==> config.mk <==
export PLATFORM = sky130hd
export DESIGN_NAME = mem_model_avm_axi
export DESIGN_NICKNAME = d
export VERILOG_FILES = /design/src/rtl/mem_model_avm_axi_pkg.sv /design/src/rtl/mem_model_avm_axi.sv
export SDC_FILE = /design/constraint.sdc
export NUM_CORES = 1
export LEC_CHECK = 0
export CAP_MARGIN = 10
export CELL_PAD_IN_SITES_DETAIL_PLACEMENT = 1
export CELL_PAD_IN_SITES_GLOBAL_PLACEMENT = 1
export CORE_ASPECT_RATIO = 2
export CORE_UTILIZATION = 19
export DETAILED_ROUTE_END_ITERATION = 7
export PLACE_DENSITY = 0.78
export SETUP_SLACK_MARGIN = 0.2
export SLEW_MARGIN = 40
export SYNTH_ARGS = -nofsm -noshare
export SYNTH_HDL_FRONTEND = slang
export SYNTH_SLANG_ARGS = --single-unit
export TNS_END_PERCENT = 20
==> constraint.sdc <==
create_clock -name clk -period 1.82 [get_ports clk]
set_input_delay 0.182 -clock clk [delete_from_list [all_inputs] [get_ports clk]]
set_output_delay 0.182 -clock clk [all_outputs]
set_load 0.01 [all_outputs]
==> src/rtl/mem_model_avm_axi_pkg.sv <==
// Shared types and constants for the Avalon-MM to AXI bridge.
// Holds the FSM encoding, AXI burst/response codes and a burst-length helper.
package mem_model_avm_axi_pkg;

    typedef enum logic [2:0] {
        ST_IDLE    = 3'd0,
        ST_WR_ADDR = 3'd1,
        ST_WR_DATA = 3'd2,
        ST_WR_RESP = 3'd3,
        ST_RD_ADDR = 3'd4,
        ST_RD_DATA = 3'd5
    } state_e;

    localparam logic [1:0] AXI_BURST_INCR = 2'b01;
    localparam logic [1:0] AXI_RESP_OKAY  = 2'b00;
    localparam logic [1:0] AXI_RESP_SLVERR = 2'b10;
    localparam logic [1:0] AXI_RESP_DECERR = 2'b11;

    // Avalon burstcount of 0 is treated as a single beat.
    function automatic logic [7:0] burst_len(input logic [8:0] burstcount);
        logic [8:0] len_s;
        if (burstcount == 9'd0) begin
            len_s = 9'd0;
        end else begin
            len_s = burstcount - 9'd1;
        end
        return len_s[7:0];
    endfunction

endpackage

==> src/rtl/mem_model_avm_axi.sv <==
// Avalon-MM burst subordinate to AXI manager bridge, one transaction in flight.
// Write bursts become AW+W+B, read bursts become AR+R; bad responses latch resp_err.
module mem_model_avm_axi
    import mem_model_avm_axi_pkg::*;
#(
    parameter int ADDRWIDTH  = 32,
    parameter int DATAWIDTH  = 32,
    parameter int ID_W_WIDTH = 4,
    parameter int ID_R_WIDTH = 4,
    parameter int WR_ID      = 0,
    parameter int RD_ID      = 0
) (
    input  logic                     clk,
    input  logic                     nreset,
    input  logic [ADDRWIDTH-1:0]     av_address,
    input  logic [8:0]               av_burstcount,
    input  logic                     av_write,
    input  logic [DATAWIDTH-1:0]     av_writedata,
    input  logic [DATAWIDTH/8-1:0]   av_byteenable,
    input  logic                     av_read,
    output logic                     av_waitrequest,
    output logic [DATAWIDTH-1:0]     av_readdata,
    output logic                     av_readdatavalid,
    output logic                     resp_err,
    output logic [ADDRWIDTH-1:0]     awaddr,
    output logic [7:0]               awlen,
    output logic [2:0]               awsize,
    output logic [1:0]               awburst,
    output logic [ID_W_WIDTH-1:0]    awid,
    output logic                     awvalid,
    input  logic                     awready,
    output logic [DATAWIDTH-1:0]     wdata,
    output logic [DATAWIDTH/8-1:0]   wstrb,
    output logic                     wlast,
    output logic                     wvalid,
    input  logic                     wready,
    input  logic                     bvalid,
    input  logic [ID_W_WIDTH-1:0]    bid,
    input  logic [1:0]               bresp,
    output logic                     bready,
    output logic [ADDRWIDTH-1:0]     araddr,
    output logic [7:0]               arlen,
    output logic [2:0]               arsize,
    output logic [1:0]               arburst,
    output logic [ID_R_WIDTH-1:0]    arid,
    output logic                     arvalid,
    input  logic                     arready,
    input  logic [DATAWIDTH-1:0]     rdata,
    input  logic                     rlast,
    input  logic                     rvalid,
    input  logic [ID_R_WIDTH-1:0]    rid,
    input  logic [1:0]               rresp,
    output logic                     rready
);

    localparam logic [2:0]            AXSIZE  = 3'($clog2(DATAWIDTH/8));
    localparam logic [ID_W_WIDTH-1:0] AWID_C  = ID_W_WIDTH'(WR_ID);
    localparam logic [ID_R_WIDTH-1:0] ARID_C  = ID_R_WIDTH'(RD_ID);

    state_e                 state_q, state_d;
    logic [ADDRWIDTH-1:0]   addr_q, addr_d;
    logic [7:0]             len_q, len_d;
    logic [7:0]             cnt_q, cnt_d;
    logic                   err_q, err_d;
    logic                   unused_s;

    assign unused_s = ^{bid, rid};

    // State, latches, beat counter and sticky error.
    always_ff @(posedge clk or negedge nreset) begin
        if (!nreset) begin
            state_q <= ST_IDLE;
            addr_q  <= '0;
            len_q   <= 8'd0;
            cnt_q   <= 8'd0;
            err_q   <= 1'b0;
        end else begin
            state_q <= state_d;
            addr_q  <= addr_d;
            len_q   <= len_d;
            cnt_q   <= cnt_d;
            err_q   <= err_d;
        end
    end

    // Next-state and datapath update.
    always_comb begin
        state_d = state_q;
        addr_d  = addr_q;
        len_d   = len_q;
        cnt_d   = cnt_q;
        err_d   = err_q;
        case (state_q)
            ST_IDLE: begin
                if (av_write) begin
                    addr_d  = av_address;
                    len_d   = burst_len(av_burstcount);
                    state_d = ST_WR_ADDR;
                end else if (av_read) begin
                    addr_d  = av_address;
                    len_d   = burst_len(av_burstcount);
                    state_d = ST_RD_ADDR;
                end else begin
                    state_d = ST_IDLE;
                end
            end
            ST_WR_ADDR: begin
                if (awready) begin
                    cnt_d   = len_q;
                    state_d = ST_WR_DATA;
                end else begin
                    state_d = ST_WR_ADDR;
                end
            end
            ST_WR_DATA: begin
                if (av_write && wready) begin
                    if (cnt_q == 8'd0) begin
                        state_d = ST_WR_RESP;
                    end else begin
                        cnt_d = cnt_q - 8'd1;
                    end
                end else begin
                    state_d = ST_WR_DATA;
                end
            end
            ST_WR_RESP: begin
                if (bvalid) begin
                    err_d   = err_q | (bresp != AXI_RESP_OKAY);
                    state_d = ST_IDLE;
                end else begin
                    state_d = ST_WR_RESP;
                end
            end
            ST_RD_ADDR: begin
                if (arready) begin
                    cnt_d   = len_q;
                    state_d = ST_RD_DATA;
                end else begin
                    state_d = ST_RD_ADDR;
                end
            end
            ST_RD_DATA: begin
                if (rvalid) begin
                    // A missing or early rlast ends the burst: the beat count is no longer trustworthy.
                    err_d = err_q | (rresp != AXI_RESP_OKAY);
                    if (cnt_q == 8'd0) begin
                        err_d   = err_d | ~rlast;
                        state_d = ST_IDLE;
                    end else if (rlast) begin
                        err_d   = 1'b1;
                        state_d = ST_IDLE;
                    end else begin
                        cnt_d = cnt_q - 8'd1;
                    end
                end else begin
                    state_d = ST_RD_DATA;
                end
            end
            default: begin
                state_d = ST_IDLE;
            end
        endcase
    end

    // Per-state handshake outputs.
    always_comb begin
        awvalid          = 1'b0;
        wvalid           = 1'b0;
        wlast            = 1'b0;
        bready           = 1'b0;
        arvalid          = 1'b0;
        rready           = 1'b0;
        av_waitrequest   = 1'b1;
        av_readdatavalid = 1'b0;
        case (state_q)
            ST_IDLE: begin
                av_waitrequest = 1'b1;
            end
            ST_WR_ADDR: begin
                awvalid = 1'b1;
            end
            ST_WR_DATA: begin
                wvalid         = av_write;
                wlast          = (cnt_q == 8'd0);
                av_waitrequest = ~wready;
            end
            ST_WR_RESP: begin
                bready = 1'b1;
            end
            ST_RD_ADDR: begin
                arvalid        = 1'b1;
                av_waitrequest = ~arready;
            end
            ST_RD_DATA: begin
                rready           = 1'b1;
                av_readdatavalid = rvalid;
            end
            default: begin
                av_waitrequest = 1'b1;
            end
        endcase
    end

    assign awaddr      = addr_q;
    assign awlen       = len_q;
    assign awsize      = AXSIZE;
    assign awburst     = AXI_BURST_INCR;
    assign awid        = AWID_C;
    assign araddr      = addr_q;
    assign arlen       = len_q;
    assign arsize      = AXSIZE;
    assign arburst     = AXI_BURST_INCR;
    assign arid        = ARID_C;
    assign wdata       = av_writedata;
    assign wstrb       = av_byteenable;
    assign av_readdata = rdata;
    assign resp_err    = err_q;

endmodule

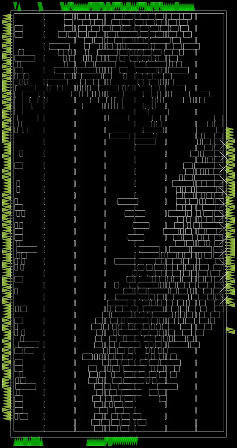
(images/placed.png)
tapcells inserted: 216
flip-flops: 52

==> impl_metrics.env <==
# physical design summary
export IMPL_final_setup_worst_slack_ps=-296
export IMPL_cells_along_the_critical_path="buf_6 > buf_6 > nor3b_4 > a31o_1 > a222oi_1 > buf_2 > o21ai_2 > a22o_1"
export IMPL_worst_path_max_delay_cell="sky130_fd_sc_hd__a222oi_1"
export IMPL_avgViaCountPerCell=4.25
export IMPL_drt_antenna_violating_nets=0
export IMPL_failing_checks="DRC, setup timing"
export IMPL_yosysUniqueCellTypes=50
export IMPL_worst_ir_drop_vdd_mv=0.488
export IMPL_place_hpwl_um=9480
export IMPL_crit_top_cell="sky130_fd_sc_hd__buf_6"
export IMPL_diodes=0
export IMPL_setup_viol_count_final=12
export IMPL_aoi_share_pct=9.46
export IMPL_wire_length_of_the_first_global_routing_pass_um=18700
export IMPL_area_growth_syn_to_layout_pct=50.6
export IMPL_clock_sinks=52
export IMPL_tightest_slew_ps=557
export IMPL_drc=14
export IMPL_hold_depth=0
export IMPL_outcome="finished with violations"
export IMPL_lay_top_count="sky130_fd_sc_hd__clkdlybuf4s50_1"
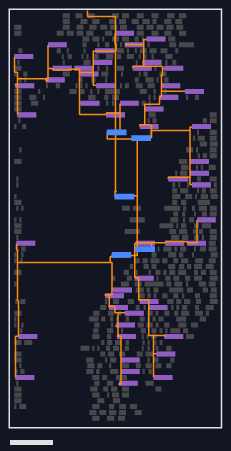
(images/clock_wires.png)
Scale bar: 20 um.
[clock wires] orange | length: 833 um
[clock-net drivers] blue | count: 5
[flip-flops] purple | count: 52
routed clock nets	6
setup clock skew after layout: 10.4 ps
Latency at later pin: 290 ps
Clock Power: 946 uW
Clock Power Share: 9.9%

==> registers in the layout (all words and copies together), names as in the netlist <==
name      flops
arlen         8
araddr       32
resp_err      1
state_q       3
cnt_q         8
==> power by group through the flow <==
stage | logic (uW) | registers, uW | clock network, uW
floorplan | 2730 | 2350 | 0
CTS | 5970 | 2340 | 982
global placement | 5230 | 2280 | 0
detailed placement | 5360 | 2290 | 0
finish | 6300 | 2340 | 946
global route | 6780 | 2420 | 1020
==> kinds of logic (layout without fill, tap and decap cells) <==
kind of cell | after synthesis | in the layout
AND-OR/OR-AND | 51 | 51
buffers and inverters | 149 | 231
other | 2 | 18
adder cells (fa/ha/maj) | 4 | 4
XOR/XNOR | 7 | 7
multiplexers | 1 | 1
flip-flops | 52 | 52
AND/OR/NAND/NOR | 160 | 160
==> cell usage after synthesis (all sizes together) (2+ instances only) <==
library cell / number / area [um2]
a21o: 2 / 15.0
a21oi: 4 / 20.0
a22o: 6 / 52.6
a2bb2oi: 2 / 17.5
a31oi: 2 / 12.5
and2: 2 / 12.5
buf: 129 / 973
clkbuf: 11 / 41.3
conb: 2 / 7.51
dfrtp: 52 / 1300
ha: 4 / 50.1
inv: 9 / 33.8
nand2: 117 / 439
nand2b: 3 / 18.8
nand3b: 3 / 22.5
nor2: 12 / 45.0
nor2b: 2 / 12.5
nor3: 4 / 20.0
nor3b: 3 / 27.5
nor4: 2 / 18.8
o21ai: 26 / 138
or2: 2 / 12.5
or4: 2 / 15.0
or4b: 2 / 20.0
xnor2: 6 / 52.6
==> final cells by class <==
class                           count  area (um2)  share of cell area, %
Clock buffer                        5         125                   2.36
Clock inverter                      2        12.5                  0.236
Inverter                            9        33.8                  0.638
Multi-Input combinational cell    241        1460                   27.6
Sequential cell                    52        1300                   24.6
Tap cell                          216         270                   5.10
Timing Repair Buffer              215        2090                   39.5
==> path summary, 6_finish.rpt <==
path                            start        endpoint  slack, ps
min                          rdata[0]  av_readdata[0]        360
min reg2reg                 araddr[2]       araddr[2]        510
max reg2reg                state_q[0]        cnt_q[3]       -300
max                        state_q[0]        cnt_q[3]       -300
max in group asynchronous      nreset      state_q[1]       1120
min in group asynchronous      nreset      araddr[11]        410
==> metrics by stage <==
step | cell area [um2] | utilization [%]
after floorplan | 3590 | -
after global placement | 4710 | 25.9
after detailed placement | 4710 | 25.9
after CTS | 5130 | 28.2
after global routing | 5300 | 29.1
final | 5300 | 29.1
==> metal layers <==
| layer | vias to the layer above | wire length [um] | global-route usage (%) |
|---|---|---|---|
| li1 | 1423 | - | - |
| met1 | 1498 | 3980 | 11.4 |
| met2 | 136 | 7500 | 26.3 |
| met3 | 86 | 581 | 0.827 |
| met4 | 0 | 928 | 9.95 |
| met5 | - | 0 | 0 |
==> what timing repair did <==
| item | in CTS | in global routing |
|---|---|---|
| gates resized | 107 | 29 |
| pin swaps | 66 | 22 |
| endpoints found under the setup margin | 59 | 56 |
| endpoints found under the hold margin | 52 | 0 |
| gates cloned | 0 | 1 |
| buffers inserted | 13 | 6 |
| hold buffers | 1 | 0 |
Power figures rest on the tool's default switching activity, not on a simulated workload.
